Run 1, sequential cells grouped by signal name:
The bar under the picture is 20 um long. Other sequential cells in the stronger grey, the rest of the logic in the fainter grey.
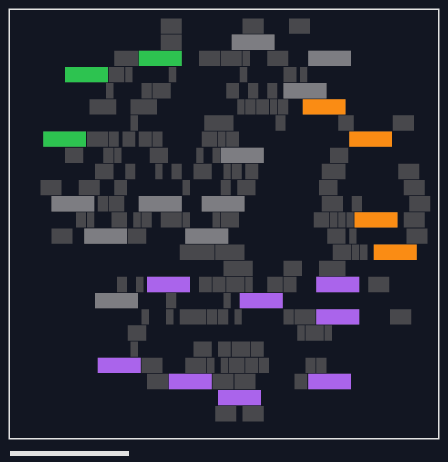
Run 1, routing congestion:
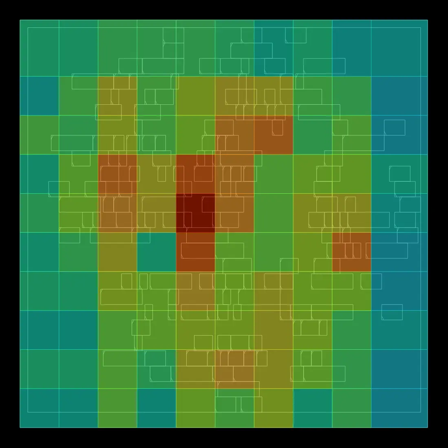
Run 1, wires at chosen ports, followed through buffers:
The bar under the picture is 20 um long.
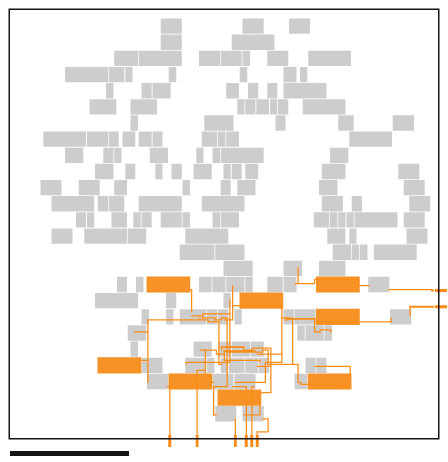
Run 1, M1 wires:
The bar under the picture is 20 um long. Supply wires on this layer in grey. Cells faint in the background.
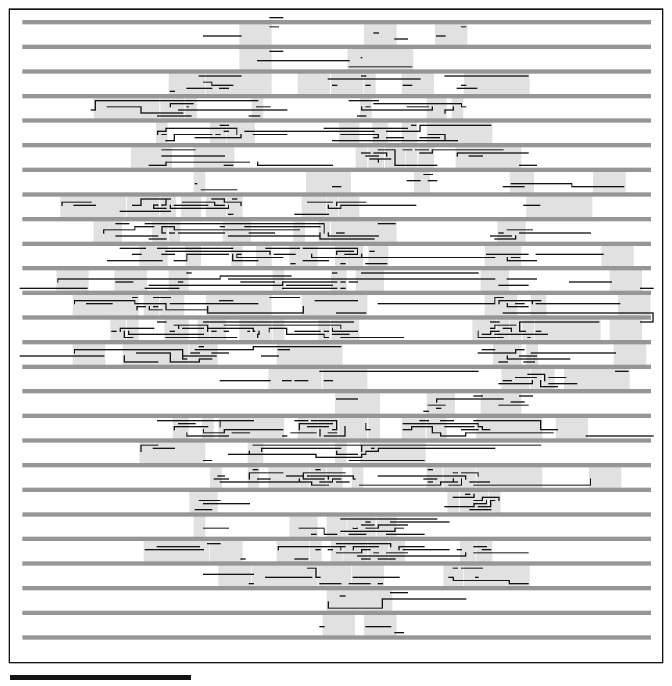
===== src/rtl/drink_dispense_ctrl.sv =====
// Drink dispense controller: sequences the drink motor, the change ejector and
// the full-refund ejector for vend requests from the coin-accumulation FSM.
// It also tracks stock, holds one request that arrives while busy, and counts
// the drinks vended.
//
// Handshake: drink_in is a one-cycle request pulse with no back-pressure.
// change_in is meaningful only on the edge where drink_in is high. A request
// that cannot be served or held (pending already full) is dropped, and
// lost_req latches high until reset.
module drink_dispense_ctrl #(
  parameter int MOTOR_CYCLES  = 8,
  parameter int CHANGE_CYCLES = 4,
  parameter int REFUND_CYCLES = 6,
  parameter int STOCK_W       = 4,
  parameter int STOCK_INIT    = 15
) (
  input  logic               clk,
  input  logic               reset,
  input  logic               drink_in,
  input  logic               change_in,
  input  logic               restock,
  output logic               motor,
  output logic               change_out,
  output logic               refund,
  output logic               busy,
  output logic               empty,
  output logic [STOCK_W-1:0] stock,
  output logic [7:0]         vend_cnt,
  output logic               lost_req,
  output logic [1:0]         dbg_state
);

  typedef enum logic [1:0] {
    S_IDLE   = 2'd0,
    S_MOTOR  = 2'd1,
    S_CHANGE = 2'd2,
    S_REFUND = 2'd3
  } state_t;

  localparam int CNT_MAX_A = (MOTOR_CYCLES > CHANGE_CYCLES) ? MOTOR_CYCLES : CHANGE_CYCLES;
  localparam int CNT_MAX   = (CNT_MAX_A > REFUND_CYCLES) ? CNT_MAX_A : REFUND_CYCLES;
  localparam int CNT_W     = (CNT_MAX > 1) ? $clog2(CNT_MAX) : 1;

  localparam logic [CNT_W-1:0]   MOTOR_LD  = CNT_W'(MOTOR_CYCLES - 1);
  localparam logic [CNT_W-1:0]   CHANGE_LD = CNT_W'(CHANGE_CYCLES - 1);
  localparam logic [CNT_W-1:0]   REFUND_LD = CNT_W'(REFUND_CYCLES - 1);
  localparam logic [STOCK_W-1:0] STOCK_LD  = STOCK_W'(STOCK_INIT);
  localparam logic [STOCK_W-1:0] STOCK_LD1 = STOCK_W'(STOCK_INIT - 1);

  state_t           state;
  logic [CNT_W-1:0] cnt;
  logic             job_chg_q;
  logic             pend_valid;
  logic             pend_chg;

  logic idle;
  logic take_job;
  logic job_chg;
  logic do_vend;

  assign idle      = (state == S_IDLE);
  assign empty     = (stock == '0);
  assign dbg_state = state;

  // Job selection in IDLE: the pending entry has priority over a fresh request.
  always_comb begin
    take_job = 1'b0;
    job_chg  = 1'b0;
    if (idle) begin
      if (pend_valid) begin
        take_job = 1'b1;
        job_chg  = pend_chg;
      end else if (drink_in) begin
        take_job = 1'b1;
        job_chg  = change_in;
      end
    end
  end

  // A started job vends only when there is stock; otherwise it becomes a refund.
  assign do_vend = take_job && (stock != '0);

  // Main sequencer: Moore outputs registered alongside the state transition.
  always_ff @(posedge clk) begin
    if (reset) begin
      state      <= S_IDLE;
      cnt        <= '0;
      job_chg_q  <= 1'b0;
      motor      <= 1'b0;
      change_out <= 1'b0;
      refund     <= 1'b0;
      busy       <= 1'b0;
    end else begin
      case (state)
        S_IDLE: begin
          if (take_job) begin
            busy <= 1'b1;
            if (stock != '0) begin
              state     <= S_MOTOR;
              motor     <= 1'b1;
              cnt       <= MOTOR_LD;
              job_chg_q <= job_chg;
            end else begin
              // Refund returns every coin, so the change flag is moot.
              state     <= S_REFUND;
              refund    <= 1'b1;
              cnt       <= REFUND_LD;
              job_chg_q <= 1'b0;
            end
          end
        end
        S_MOTOR: begin
          if (cnt == '0) begin
            motor <= 1'b0;
            if (job_chg_q) begin
              state      <= S_CHANGE;
              change_out <= 1'b1;
              cnt        <= CHANGE_LD;
            end else begin
              state <= S_IDLE;
              busy  <= 1'b0;
            end
          end else begin
            cnt <= cnt - 1'b1;
          end
        end
        S_CHANGE: begin
          if (cnt == '0) begin
            state      <= S_IDLE;
            change_out <= 1'b0;
            busy       <= 1'b0;
            job_chg_q  <= 1'b0;
          end else begin
            cnt <= cnt - 1'b1;
          end
        end
        S_REFUND: begin
          if (cnt == '0) begin
            state  <= S_IDLE;
            refund <= 1'b0;
            busy   <= 1'b0;
          end else begin
            cnt <= cnt - 1'b1;
          end
        end
        default: begin
          state      <= S_IDLE;
          motor      <= 1'b0;
          change_out <= 1'b0;
          refund     <= 1'b0;
          busy       <= 1'b0;
        end
      endcase
    end
  end

  // One-entry pending slot; refilled in the same IDLE cycle it is consumed.
  always_ff @(posedge clk) begin
    if (reset) begin
      pend_valid <= 1'b0;
      pend_chg   <= 1'b0;
      lost_req   <= 1'b0;
    end else if (drink_in) begin
      if (idle && !pend_valid) begin
        pend_valid <= 1'b0;
      end else if (!pend_valid || idle) begin
        pend_valid <= 1'b1;
        pend_chg   <= change_in;
      end else begin
        lost_req <= 1'b1;
      end
    end else if (idle && pend_valid) begin
      pend_valid <= 1'b0;
    end
  end

  // Stock: restock wins but still accounts for a drink vended on the same edge.
  always_ff @(posedge clk) begin
    if (reset) begin
      stock <= STOCK_LD;
    end else if (restock) begin
      stock <= do_vend ? STOCK_LD1 : STOCK_LD;
    end else if (do_vend) begin
      stock <= stock - 1'b1;
    end
  end

  // Vend counter wraps naturally at 8 bits.
  always_ff @(posedge clk) begin
    if (reset) begin
      vend_cnt <= 8'd0;
    end else if (do_vend) begin
      vend_cnt <= vend_cnt + 8'd1;
    end
  end

endmodule

===== config.mk =====
export PLATFORM = sky130hd
export DESIGN_NAME = drink_dispense_ctrl
export DESIGN_NICKNAME = d
export VERILOG_FILES = /design/src/rtl/drink_dispense_ctrl.sv
export SDC_FILE = /design/constraint.sdc
export NUM_CORES = 1
export LEC_CHECK = 0
export CAP_MARGIN = 20
export CORE_MARGIN = 1
export CORE_UTILIZATION = 25
export CTS_BUF_LIST = sky130_fd_sc_hd__clkbuf_2 sky130_fd_sc_hd__clkbuf_4 sky130_fd_sc_hd__clkbuf_8
export DETAILED_ROUTE_END_ITERATION = 8
export PLACE_DENSITY_LB_ADDON = 0.12
export SYNTH_ARGS = -nofsm -noshare
export SYNTH_HDL_FRONTEND = slang
export SYNTH_SLANG_ARGS = --single-unit

===== constraint.sdc =====
create_clock -name clk -period 4.3 [get_ports clk]
set_input_delay 0.43 -clock clk [delete_from_list [all_inputs] [get_ports clk]]
set_output_delay 0.43 -clock clk [all_outputs]
set_load 0.02 [all_outputs]

==> run summary, run 1 <==
Status of the implementation.

- The mean number of vias per cell is about 5, for reference.
- Looking at the clock tree report, the H-tree level count equals 1.
- Setup repair after global routing left no endpoint under its margin.
- Clock tree synthesis selected as its root buffer the cell sky130_fd_sc_hd__clkbuf_8.
- Clock tree synthesis inserted a total of 3 buffers.
- STA reports a reg2reg setup slack of 2240 ps.
- The detailed-route DRC error count is 0, for reference.
- The sequential power share is 0.494, for reference.
- Logic depth along the worst register-to-register path is recorded as 6.
- The tightest hold path in the finished design has a slack of about 470 ps.
- For the worst setup path, the data required time is slightly below 4000 ps.
- The final-layout setup total negative slack is 0 ps, for reference.
- The largest total area in the synthesized netlist belongs to sky130_fd_sc_hd__dfxtp_1.
- The synthesis stats list as the most numerous cell sky130_fd_sc_hd__dfxtp_1.
- The weighted congestion at the end of routability-driven global placement is 0.761, for reference.
- The total overflow reported by the global router is 0, for reference.
- Per the skew report, the later register of the worst-skew pair sees a clock latency of approximately 270 ps.
- The flow reports power dissipated in sequential cells as between 200 and 300 uW.
- Detailed placement finished with a half-perimeter wire length of around 2.2 mm.
- The share of the core area taken by cells at floorplan is 0.260.
- Across every metal layer, demand over resource in global routing totals 0.134.
- The number of cells upsized or downsized after cts is 0, for reference.
- The flow ran to the end, and the final reports show no timing, DRC or antenna violations.
- The count of synthesis-stage warnings from yosys is 0, for reference.
- The capturing point of the worst reg2reg path is vend_cnt[6], for reference.
- The number of nets produced by synthesis is ~150, for reference.
- In this run the layout overhead on the synthesized area is reported as 28.7%.
- STA lists the startpoint of the worst hold path as change_out.
- The worst hold path endpoint is change_out, for reference.
- Of the total power, the share spent switching nets is 0.316.
- Per the synth stats, the proportion of register bits with asynchronous set or reset is 0.
- The chip footprint is just over 5000 um2, for reference.
- Of the total synthesized cell area, the portion taken by full adders, half adders and majority gates is 0.0408.
- In this run, the synthesized area fraction spent on xor and xnor cells is recorded as 0.0285.
- The chip area line of the yosys report is ~1200 um2, for reference.
About 'sequential cells grouped by signal name':
colour	signal	flops
green	`cnt`	3
orange	`stock`	4
purple	`vend_cnt`	8
not coloured	10

About 'routing congestion':
Routed WL per cell: 13.7 um
GR Util met2: 0.207
met1 track demand over resource in global routing: 0.182

About 'wires at chosen ports, followed through buffers':
colour	port	bits	direction	end cells	wire
orange	`vend_cnt`	8	output	8	327 um

About 'M1 wires':
main direction	horizontal
longest straight run	31.7 um
nets with wire on the layer	162
share of all routed wire	50%
wire length on this layer	1600 um

[run 1: critical path, cell delays in order, from the launching register on]
cell and delay (ps):
sky130_fd_sc_hd__dfxtp_1 350, sky130_fd_sc_hd__inv_1 70, sky130_fd_sc_hd__ha_1 190, sky130_fd_sc_hd__or3b_4 430
sky130_fd_sc_hd__clkinv_4 90, sky130_fd_sc_hd__clkdlybuf4s50_1 600
[run 1: stage by stage]
stage	util	cell area, um2	power, mW
2_1_floorplan	-	1230	0.348
3_3_place_gp	0.324	1530	0.389
3_5_place_dp	0.324	1530	0.390
4_1_cts	0.335	1580	0.543
5_1_grt	0.335	1580	0.569
6_report	0.335	1580	0.540
[run 1: final cells by class]
type / count / area [um2]
Inverter: 8 / 35.0
Timing Repair Buffer: 25 / 248
Tap cell: 67 / 83.8
Fill cell: 499 / 3140
Multi-Input combinational cell: 105 / 664
Clock buffer: 4 / 48.8
Sequential cell: 25 / 500
[run 1: how the worst max path moves through the flow]
stage                       end  slack, ps  cells past startpoint
finish                    empty       1860                      5
floorplan           vend_cnt[7]       2470                      7
global placement    vend_cnt[6]       2040                      5
detailed placement  vend_cnt[6]       1980                      5
global route              empty       1790                      5
CTS                       empty       1860                      5
[run 1: state kept, by name (all words and copies together) (netlist names)]
signal / count
dbg_state: 2
cnt: 3
vend_cnt: 8
refund: 1
lost_req: 1
motor: 1
change_out: 1
stock: 4
busy: 1
job_chg_q: 1
pend_chg: 1
pend_valid: 1
[run 1: placed cells by master (no fill, tap or decap), drive strengths merged, types with 3 or more instances in the layout]
cell type       n
dfxtp          25
clkdlybuf4s50  24
nor2           16
nand2          14
a21oi          10
inv             7
nand3           7
o21ai           6
xnor2           4
nor4            4
ha              4
clkbuf          4
nor2b           3
nor3            3
## Run 2: what changed since run 1
==> constraint.sdc (replaced) <==
create_clock -name clk -period 2.5 [get_ports clk]
set_input_delay 0.25 -clock clk [delete_from_list [all_inputs] [get_ports clk]]
set_output_delay 0.25 -clock clk [all_outputs]
set_load 0.02 [all_outputs]
==> run summary, run 2 <==
Status of the implementation.

- The total power consumption of the routed design is around 920 uW, for reference.
- vend_cnt holds more flip-flops than any other register.
- The chip area line of the yosys report is approximately 1200 um2, for reference.
- The placed cell area is 1550 um2, for reference.
- The area fraction of the largest cell type after synthesis is 0.408.
- The total buffers and inverters traversed by the critical path is 3, for reference.
- The total overflow reported by the global router is 0, for reference.
- Per the detail_route report, vias per standard cell equal around 4.8.
- On the critical path the data arrives at approximately 2000 ps.
- The CTS root buffer is sky130_fd_sc_hd__clkbuf_8, for reference.
- Looking at the cell usage after synthesis, the top flip-flop cell is sky130_fd_sc_hd__dfxtp_1.
- The critical path in this run is classified as reg2out.
- The synthesis log from Yosys contains 0 warnings.
- In this design, the largest share of critical-path delay is due to buffers and inverters.
- STA classifies the critical path startpoint as a register.
- The clock sink count is 25, for reference.
- The routed length per placed instance is approximately 13 um, for reference.
- The script parses the final routing iteration and logs DRC violations as 0.
- The CTS report gives the tree buffer count as 3.
- Among all stages on the critical path, the largest delay is contributed by sky130_fd_sc_hd__clkdlybuf4s50_1.
- Per STA, the worst path is made up of inv_1 -> ha_1 -> or3b_4 -> clkinv_4 -> clkdlybuf4s50_1.
- The initial antenna violation count is 0, for reference.
- Per the placement log, port buffering inserted 24 buffers.
- The area growth from synthesis to final layout is 29.8%, for reference.
- The share of async-settable or async-resettable flops after synthesis is 0, for reference.
- Sorting the Yosys area breakdown by cell type puts at the top sky130_fd_sc_hd__dfxtp_1.
- The OpenROAD report gives the critical path a required time of between 2000 and 2500 ps.
- The share of the core area taken by cells at floorplan is 0.260.
- The most critical hold endpoint after final layout shows a slack of about 480 ps.
- During I/O placement, the number of pins put on the boundary was 25.
- The worst hold-check path type is reg2reg, for reference.
- The transition time at the pin with the least slew margin is around 600 ps, for reference.
- The chip footprint is ~5200 um2, for reference.
- At floorplan, the net count of the design was reported as about 150.
- The area of all placed cells without fillers is about 1600 um2, for reference.
- Per the synth log, the flip-flop and latch total comes to 25.
- The first-pass GRT wire length is just over 5 mm, for reference.
- The final-layout setup total negative slack is 0 ps, for reference.
- The longest incremental delay of any stage on the critical path is reported as between 600 and 700 ps.
- CTS built an H-tree with a depth of 1.
- The final tally of max-slew violations is 0, for reference.
- The most common logic cell in the final layout is sky130_fd_sc_hd__dfxtp_1.
- The CTS clock-pin slew for the worst setup and hold paths is ~90 ps, for reference.
- The most frequent cell after synthesis is sky130_fd_sc_hd__dfxtp_1, for reference.
- The flip-flop count of the largest register, all copies and words added is 8, for reference.
- The synthesized netlist occupies a cell area of 1230 um2.
- Per the cell usage report, the commonest logic cells after layout are 25 x sky130_fd_sc_hd__dfxtp_1, 24 x sky130_fd_sc_hd__clkdlybuf4s50_1, 16 x sky130_fd_sc_hd__nor2_1, 14 x sky130_fd_sc_hd__nand2_1, 10 x sky130_fd_sc_hd__a21oi_1.
- The first detailed-routing pass ran for 4 iterations.
- The number of placed instances, taps included, is 232.
- The global-route usage over all layers is 0.128, for reference.
- In this run the critical register-to-register path is captured at stock[3].
- Setup repair after global routing left no endpoint under its margin.
- Clock latency on the worst-skew pair, taken at its later pin, is ~280 ps.
- The cell count of the worst hold path is 2, for reference.
- The cell depth of the worst flop-to-flop path is 4, for reference.
- Measured on the finished design, the core utilization comes to 0.337.
- Counting the fill cells in the layout gives 493.
- After clock tree synthesis, the repair step resized 0 gates.
- The aggregate routed wire length is 3.14 mm, for reference.
- The run finished with clean final reports.
- The source of the worst register-to-register timing path is dbg_state[0], for reference.
- The worst-case register-to-register setup slack is approximately 600 ps, for reference.
- The number of antenna cells inserted is 0, for reference.
- The worst hold path startpoint is lost_req, for reference.
- The origin of the worst setup path is stock[0], for reference.
- By area the synthesized netlist is led by sky130_fd_sc_hd__dfxtp_1 41%, sky130_fd_sc_hd__nor2_1 4.9%, sky130_fd_sc_hd__nand2_1 4.3%, sky130_fd_sc_hd__a21oi_1 4.1%, sky130_fd_sc_hd__ha_1 4.1%.
- The weighted congestion at the end of routability-driven global placement is 0.768, for reference.
- The largest registers in the layout are vend_cnt x8, stock x4, cnt x3.
- The placed wire-length estimate is between 2 and 2.5 mm, for reference.
- The path with the worst hold slack has its endpoint at lost_req.
## run 2: cell counts after synthesis
No cell type changed its count.
## run 2: logic make-up (layout without fill, tap and decap cells)
kind of cell               count (synthesis)  in the layout  synth area share
muxes                                      1              1           0.00816
xor gates and xnor gates                   4              4            0.0285
and+or+nand+nor                           57             57             0.234
buffers and inverters                     14             39            0.0510
DFF                                       25             25             0.408
adders and majority gates                  4              4            0.0408
AOI/OAI and AO/OA                         39             39             0.229
## run 2: final cells by class
cell class              instances  area (um2)  area share
flip-flops and latches         25         500       0.314
inverters                       8        35.0      0.0220
multi-input cells             105         664       0.417
clock inverters                 1        5.00     0.00314
well taps                      67        83.8      0.0526
repair buffers                 27         263       0.165
clock buffers                   3        41.3      0.0259
## run 2: routing by layer
layer	global-route usage	vias up	part of all wire
met5	0	-	0
met4	0.0566	0	0.015
met3	0.0208	5	0.028
met2	0.201	19	0.45
met1	0.174	524	0.51
li1	-	578	-
## run 2: worst max-delay path by stage
stage	endpoint	slack, ps	cells after the start
2_1_floorplan	vend_cnt[7]	670	7
3_3_place_gp	vend_cnt[6]	510	5
3_5_place_dp	vend_cnt[6]	500	5
4_1_cts	empty	250	5
5_1_grt	empty	170	5
6_report	empty	250	5
## run 2: worst register-to-register path, stage by stage (launching register included)
cell	delay, ps
sky130_fd_sc_hd__dfxtp_1	620
sky130_fd_sc_hd__or2_0	510
sky130_fd_sc_hd__nor3_4	140
sky130_fd_sc_hd__a2111oi_0	440
sky130_fd_sc_hd__a41oi_1	70
## run 2: report_power, final
group          internal, mW  leakage (nW)  switching [mW]
Combinational        0.0863         0.353           0.118
Clock                 0.112        0.0255           0.141
Sequential            0.426         0.204          0.0321
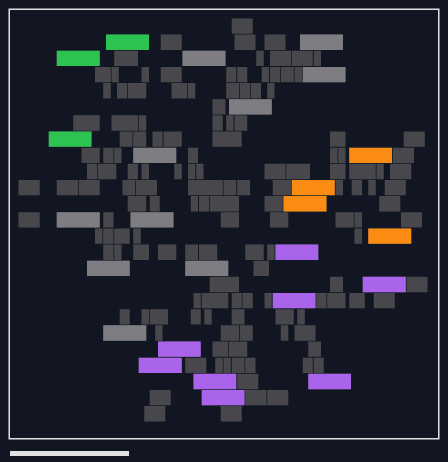
Run 2: sequential cells grouped by signal name
The bar under the picture is 20 um long. Other sequential cells in the stronger grey, the rest of the logic in the fainter grey.
colour	signal	flops
purple	`vend_cnt`	8
orange	`stock`	4
green	`cnt`	3
not coloured	10

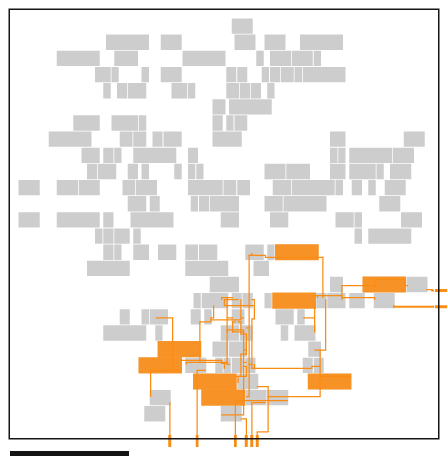
Run 2: wires at chosen ports, followed through buffers
The bar under the picture is 20 um long.
colour	port	bits	direction	end cells	wire
orange	`vend_cnt`	8	output	8	325 um

## Run 3: what changed since run 2
==> constraint.sdc (replaced) <==
create_clock -name clk -period 2.9 [get_ports clk]
set_input_delay 0.29 -clock clk [delete_from_list [all_inputs] [get_ports clk]]
set_output_delay 0.29 -clock clk [all_outputs]
set_load 0.02 [all_outputs]
==> run summary, run 3 <==
Status of the implementation.

- The largest registers in the layout are vend_cnt x8, stock x4, cnt x3.
- The final-layout setup total negative slack is 0 ps, for reference.
- The post-synthesis register bit count is 25, for reference.
- The first global-routing pass estimated about 5.2 mm of wire.
- The share of the core filled with cells in the final layout is 0.334, for reference.
- The number of cells upsized or downsized after cts is 0, for reference.
- After layout, the design draws a total of 783 uW.
- The flow ran to the end, and the final reports show no timing, DRC or antenna violations.
- The CTS root buffer is sky130_fd_sc_hd__clkbuf_8, for reference.
- The clock sink count is 25, for reference.
- Warnings reported by Yosys during synthesis add up to 0.
- On the final layout, the worst hold slack is ~480 ps.
- The synthesis report gives the async set-or-reset register share as 0.
- The critical path class is reg2out, for reference.
- The weighted congestion at the end of routability-driven global placement is roughly 0.75, for reference.
- Looking at the group totals, the largest power group turns out to be sequential cells.
- For this run, the leading register cell type out of synthesis is sky130_fd_sc_hd__dfxtp_1.
- The CTS clock-pin slew for the worst setup and hold paths is around 100 ps, for reference.
- The most frequent cell after synthesis is sky130_fd_sc_hd__dfxtp_1, for reference.
- The final antenna diode tally reported by the flow is 0.
- The transition time at the pin with the least slew margin is between 500 and 600 ps, for reference.
- The register with the most flip-flops in the layout has 8 of them.
- The endpoint required time on the critical path is between 2000 and 3000 ps, for reference.
- The worst setup path is launched from a register.
- The initial core utilization is 0.260, for reference.
- The power report attributes to the sequential group a share of 0.505.
- The fraction of power spent switching nets is 0.315, for reference.
- The clock latency on the worst-skew pair is ~270 ps, for reference.
- The power report attributes to the combinational group a share of 0.220.
- Recorded from the global router log, the overflow total was 0.
- The largest register by flop count is vend_cnt, for reference.
- Counting the buffers created by CTS gives 3.
- According to the report, the first pass of detailed routing completed in 4 iterations.
- Input and output buffers added on the ports amount to 24.
- For reference, the top cells by area after synthesis are sky130_fd_sc_hd__dfxtp_1 41%, sky130_fd_sc_hd__nor2_1 4.9%, sky130_fd_sc_hd__nand2_1 4.3%, sky130_fd_sc_hd__a21oi_1 4.1%, sky130_fd_sc_hd__ha_1 4.1%.
- During I/O placement, the number of pins put on the boundary was 25.
- The chip area line of the yosys report is 1230 um2, for reference.
- The placed wire-length estimate is around 2.2 mm, for reference.
- The path class of the tightest hold or removal check is reg2reg.
- The total standard cell area after synthesis is 1230 um2, for reference.
- The number of nets produced by synthesis is between 150 and 200, for reference.
- In the layout the commonest cells are 25 x sky130_fd_sc_hd__dfxtp_1, 24 x sky130_fd_sc_hd__clkdlybuf4s50_1, 16 x sky130_fd_sc_hd__nor2_1, 14 x sky130_fd_sc_hd__nand2_1, 10 x sky130_fd_sc_hd__a21oi_1.
- The synthesized design spends more area on one cell type than any other, namely sky130_fd_sc_hd__dfxtp_1.
- Overall routing resource usage recorded by global route was 0.129.
- The switching power total is between 200 and 250 uW, for reference.
- The final tally of max-slew violations is 0, for reference.
- The H-tree depth is 1, for reference.
- Clock network power for this build is 215 uW.
- The leading cell type in the layout, fill and taps excluded is sky130_fd_sc_hd__dfxtp_1, for reference.
- The chip footprint is around 5200 um2, for reference.
- Sequential cells consume a total of 396 uW.
- In the power breakdown, the internal column shows ~540 uW.
- The data arrival time reported for the critical path is about 2000 ps.
- The detailed-route DRC error count is 0, for reference.
- The area fraction of the largest cell type after synthesis is 0.408.
- Between the synthesized netlist and the finished layout, the area growth was recorded as 28.5%.
- The aggregate routed wire length is ~3.1 mm, for reference.
- The initial antenna violation count came to 0.
-- run 3: layout make-up --
class	instances	area [um2]
Clock buffer	3	41.3
Clock inverter	1	5.00
Fill cell	502	3150
Inverter	8	35.0
Multi-Input combinational cell	105	664
Sequential cell	25	500
Tap cell	67	83.8
Timing Repair Buffer	25	248
-- run 3: stage by stage --
| stage | area (um2) | instances |
|---|---|---|
| CTS | 1580 | 234 |
| detailed placement | 1530 | 230 |
| global placement | 1530 | 230 |
| global route | 1580 | 234 |
| floorplan | 1230 | 144 |
| finish | 1580 | 234 |
-- run 3: path summary, 6_finish.rpt --
| path | start | endpoint | slack, ps | depth (start not counted) |
|---|---|---|---|---|
| hold / removal | change_out | change_out | 480 | 2 |
| setup reg to reg | stock[0] | vend_cnt[6] | 900 | 6 |
| hold reg to reg | change_out | change_out | 480 | 2 |
| setup / recovery | stock[1] | empty | 630 | 5 |
-- run 3: cell families after synthesis --
logic type | Yosys count | share of synthesized area
XOR/XNOR | 4 | 0.0285
flip-flops | 25 | 0.408
AND/OR/NAND/NOR | 57 | 0.234
adder cells (fa/ha/maj) | 4 | 0.0408
buffers and inverters | 14 | 0.0510
multiplexers | 1 | 0.00816
AND-OR/OR-AND | 39 | 0.229
-- run 3: critical path, stage by stage (launching register included) --
cell,delay [ps]
sky130_fd_sc_hd__dfxtp_1,350
sky130_fd_sc_hd__inv_1,60
sky130_fd_sc_hd__ha_1,170
sky130_fd_sc_hd__or3b_4,430
sky130_fd_sc_hd__clkinv_4,90
sky130_fd_sc_hd__clkdlybuf4s50_1,600
-- run 3: routing by layer --
layer  vias to the layer above  GRT usage  wire, um
li1                        580          -         -
met1                       510      0.170      1540
met2                        29      0.205      1400
met3                         2     0.0361       150
met4                         0     0.0392        29
met5                         -          0         0
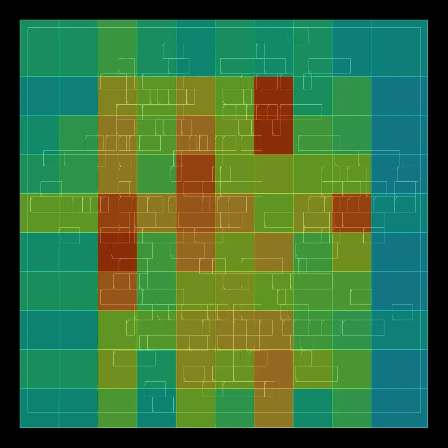
Run 3: routing congestion
met1 track demand over resource in global routing: 0.170
Most Used Layer, Global Route: met2
grt met3 use: 0.0361
Routed WL per cell: 13.3 um

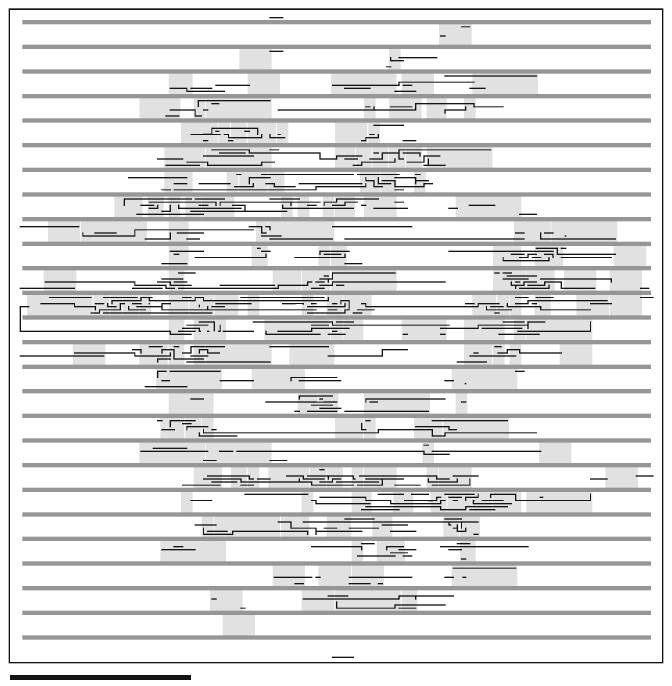
Run 3: M1 wires
The bar under the picture is 20 um long. Supply wires on this layer in grey. Cells faint in the background.
main direction	horizontal
share of all routed wire	49%


## Gallery

Routed metal, one colour a layer.
Only two layers are drawn.
shot_01.png
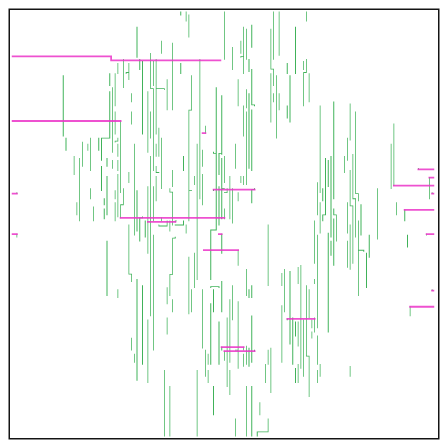
shot_02.png
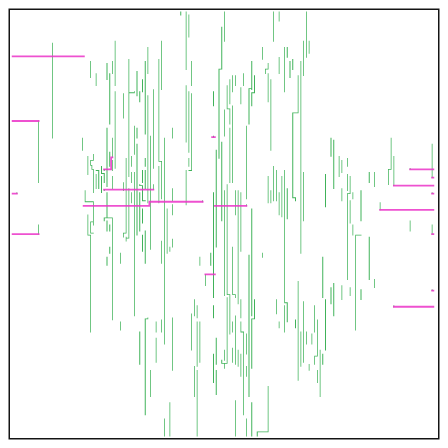
shot_02.png: run 2
shot_01.png: run 1

Key to shot_02.png:
colour	layer	wire length
green	met2	1410 um
magenta	met3	88.0 um

No activity file was given, so power comes from the tool's default toggle rates.
